### src/rtl/tick_generator.sv
// tick_generator: programmable tick/rate generator with run/pause/stop control.
// Define TICK_GEN_SQUARE_EN to build the 50%-duty outclk toggle flop; otherwise outclk is tied low.
module tick_generator #(
   parameter int CNT_W = 28,
   parameter logic [CNT_W-1:0] DEFAULT_COUNT = 28'd50000000
) (
   input  logic             inclk,
   input  logic             reset,
   input  logic             enable,
   input  logic             clear,
   input  logic             load,
   input  logic [CNT_W-1:0] finalcount,
   output logic             tick,
   output logic             outclk,
   output logic [CNT_W-1:0] count,
   output logic             running
);
   localparam logic [1:0] STOPPED = 2'd0, RUNNING = 2'd1, PAUSED = 2'd2;
   logic [1:0] state, state_next;
   logic [CNT_W-1:0] period_reg, pending_reg, last, pend_val;
   logic pending, adv, wrap, apply, have_pend;
   always_comb begin
      last = (period_reg == '0) ? '0 : period_reg - 1'b1;
      adv = (state == RUNNING) && enable && !clear;
      // >= also catches a counter left beyond a shrunken period
      wrap = adv && (count >= last);
      have_pend = load || pending;
      pend_val = load ? finalcount : pending_reg;
      apply = have_pend && (clear || state == STOPPED || wrap);
      state_next = clear ? STOPPED : enable ? RUNNING : (state == STOPPED) ? STOPPED : PAUSED;
   end
   always_ff @(posedge inclk or posedge reset) begin
      if (reset) begin
         state <= STOPPED;
         running <= 1'b0;
         tick <= 1'b0;
         count <= '0;
         period_reg <= DEFAULT_COUNT;
         pending_reg <= '0;
         pending <= 1'b0;
      end else begin
         state <= state_next;
         running <= (state_next == RUNNING);
         tick <= wrap;
         count <= (clear || state == STOPPED || wrap) ? '0 : adv ? count + 1'b1 : count;
         pending_reg <= pend_val;
         pending <= have_pend && !apply;
         if (apply) period_reg <= pend_val;
      end
   end
`ifdef TICK_GEN_SQUARE_EN
   always_ff @(posedge inclk or posedge reset) begin
      if (reset) outclk <= 1'b0;
      else if (wrap) outclk <= ~outclk;
   end
`else
   assign outclk = 1'b0;
`endif
endmodule

### config.mk
export PLATFORM = sky130hd
export DESIGN_NAME = tick_generator
export DESIGN_NICKNAME = d
export VERILOG_FILES = /design/src/rtl/tick_generator.sv
export SDC_FILE = /design/constraint.sdc
export NUM_CORES = 1
export LEC_CHECK = 0
export ABC_AREA = 1
export CAP_MARGIN = 40
export CORE_MARGIN = 8
export CORE_UTILIZATION = 61
export DETAILED_ROUTE_END_ITERATION = 6
export PLACE_DENSITY = 0.85
export SLEW_MARGIN = 15
export SYNTH_ARGS = -nofsm -noshare
export SYNTH_HDL_FRONTEND = slang
export SYNTH_SLANG_ARGS = --single-unit
### constraint.sdc
create_clock -name inclk -period 7.18 [get_ports inclk]
set_input_delay 1.436 -clock inclk [delete_from_list [all_inputs] [get_ports inclk]]
set_output_delay 1.436 -clock inclk [all_outputs]
set_load 0.02 [all_outputs]
Metal 4:
Bar = 20 µm.
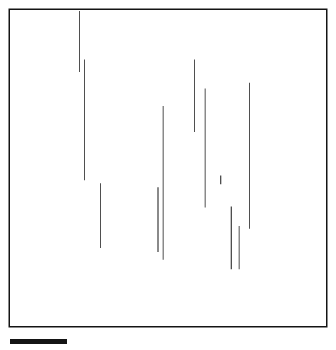
The longest straight run is 53.7 µm. 10 nets have wire on it.

Placed standard cells:
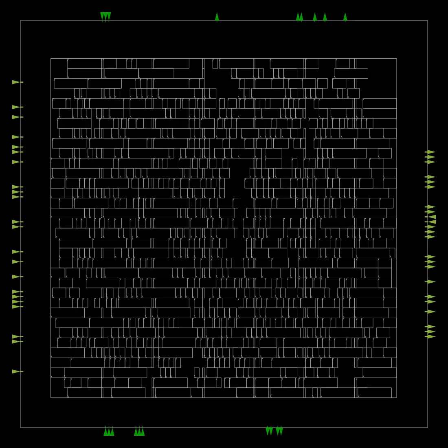
fin cells: 910
flop count: 88

Routed metal, one colour a layer:
Bar = 20 µm.
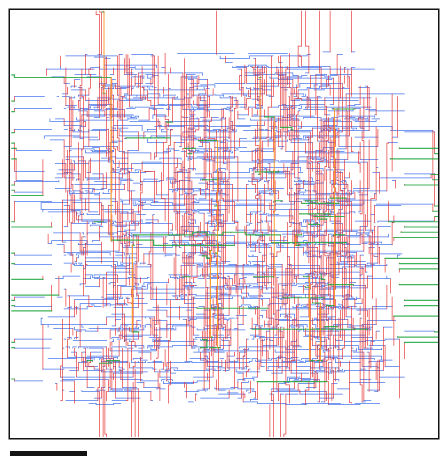
Key: green = M3 [wire length 568 µm]; orange = M4 [wire length 319 µm]; red = M2 [wire length 6200 µm]; blue = M1 [wire length 5850 µm]

==> results_dict.tcl <==
# implementation run metrics
set metrics [dict create \
    status "finished clean" \
    firstDrtPassIters 5 \
    arrival_ns 4.27 \
    nonClkBufAreaFrac_pct 10.5 \
    cap_violations 0 \
    synthTopCellsByArea "dfrtp_1 35%, nand2_1 17%, ha_1 7.0%, dfstp_2 5.7%, nor2_1 5.5%" \
    p_seq_share_pct 47.8 \
    path_class "flop to flop" \
    worstSetupStartpointType "flop" \
    grt_pass1_wl_mm 22.3 \
    drc 0 \
    core_area_mm2 0.00872 \
    synth-seq-area-share_pct 40.3 \
    cts_buffers 9 \
    syn_to_final_growth_pct 16.7 \
    dpl_cell_area_mm2 0.00620 \
    grt_max_degree 54 \
    dominant_cells "combinational gates" \
    ir_drop_mv 0.140 \
    worst_slack_ns 3.15 \
    fp_util_pct 63.2 \
    finalHoldViolCount 0 \
    yosys_warnings 0 \
    rows 34 \
    synthCells 739 \
    cts_setup_buffers 0 \
    place_inst 893 \
]
-- synthesized netlist by cell type (all sizes together) --
master,n
xnor2,6
and2,1
nand3b,1
dfrtp,76
nand3,60
dfstp,12
nor3,19
clkinv,1
nor3b,1
o211ai,2
nor4,3
clkbuf,8
or2,4
inv,64
nor2,93
a21oi,18
o21bai,5
a31oi,2
xor2,16
conb,1
buf,11
a21o,3
nand2,266
o21a,1
o21ai,17
nand4,17
ha,31
-- per-layer routing --
metal,share of wire [%],GRT usage [%],routed length (µm),vias up
met5,0,0,0,-
met1,45,26.0,5850,2255
li1,-,-,-,2486
met4,2.5,7.91,318,0
met3,4.4,4.11,567,27
met2,48,35.8,6200,142
-- tightest hold or removal path, cell delays in order, from the launching register on --
cell	delay (ns)
dfrtp_1	0.33
nand2_1	0.05
nand2_1	0.07
-- cells by family (layout without fill, tap and decap cells) --
family | count (synthesis) | after routing | synth area share (%)
adders and majority gates | 31 | 31 | 7.04
buffers and inverters | 84 | 147 | 6.43
xor gates and xnor gates | 22 | 22 | 3.50
DFF | 88 | 88 | 40.3
AOI/OAI and AO/OA | 48 | 48 | 5.11
other | 1 | 1 | 0.0681
and+or+nand+nor | 465 | 465 | 37.6
-- worst paths after layout --
check                                          start                    endpoint  slack, ns  cells after the start
max                        period_reg[0]$_DFFE_PP0P_   period_reg[9]$_DFFE_PP0P_       3.15                     22
min                        pending_reg[16]$_DFF_PP0_   pending_reg[16]$_DFF_PP0_       0.48                      2
max reg2reg                period_reg[0]$_DFFE_PP0P_   period_reg[9]$_DFFE_PP0P_       3.15                     22
min reg2reg                pending_reg[16]$_DFF_PP0_   pending_reg[16]$_DFF_PP0_       0.48                      2
max in group asynchronous                      reset  period_reg[25]$_DFFE_PP1P_       5.01                      4
min in group asynchronous                      reset    pending_reg[6]$_DFF_PP0_       1.50                      3
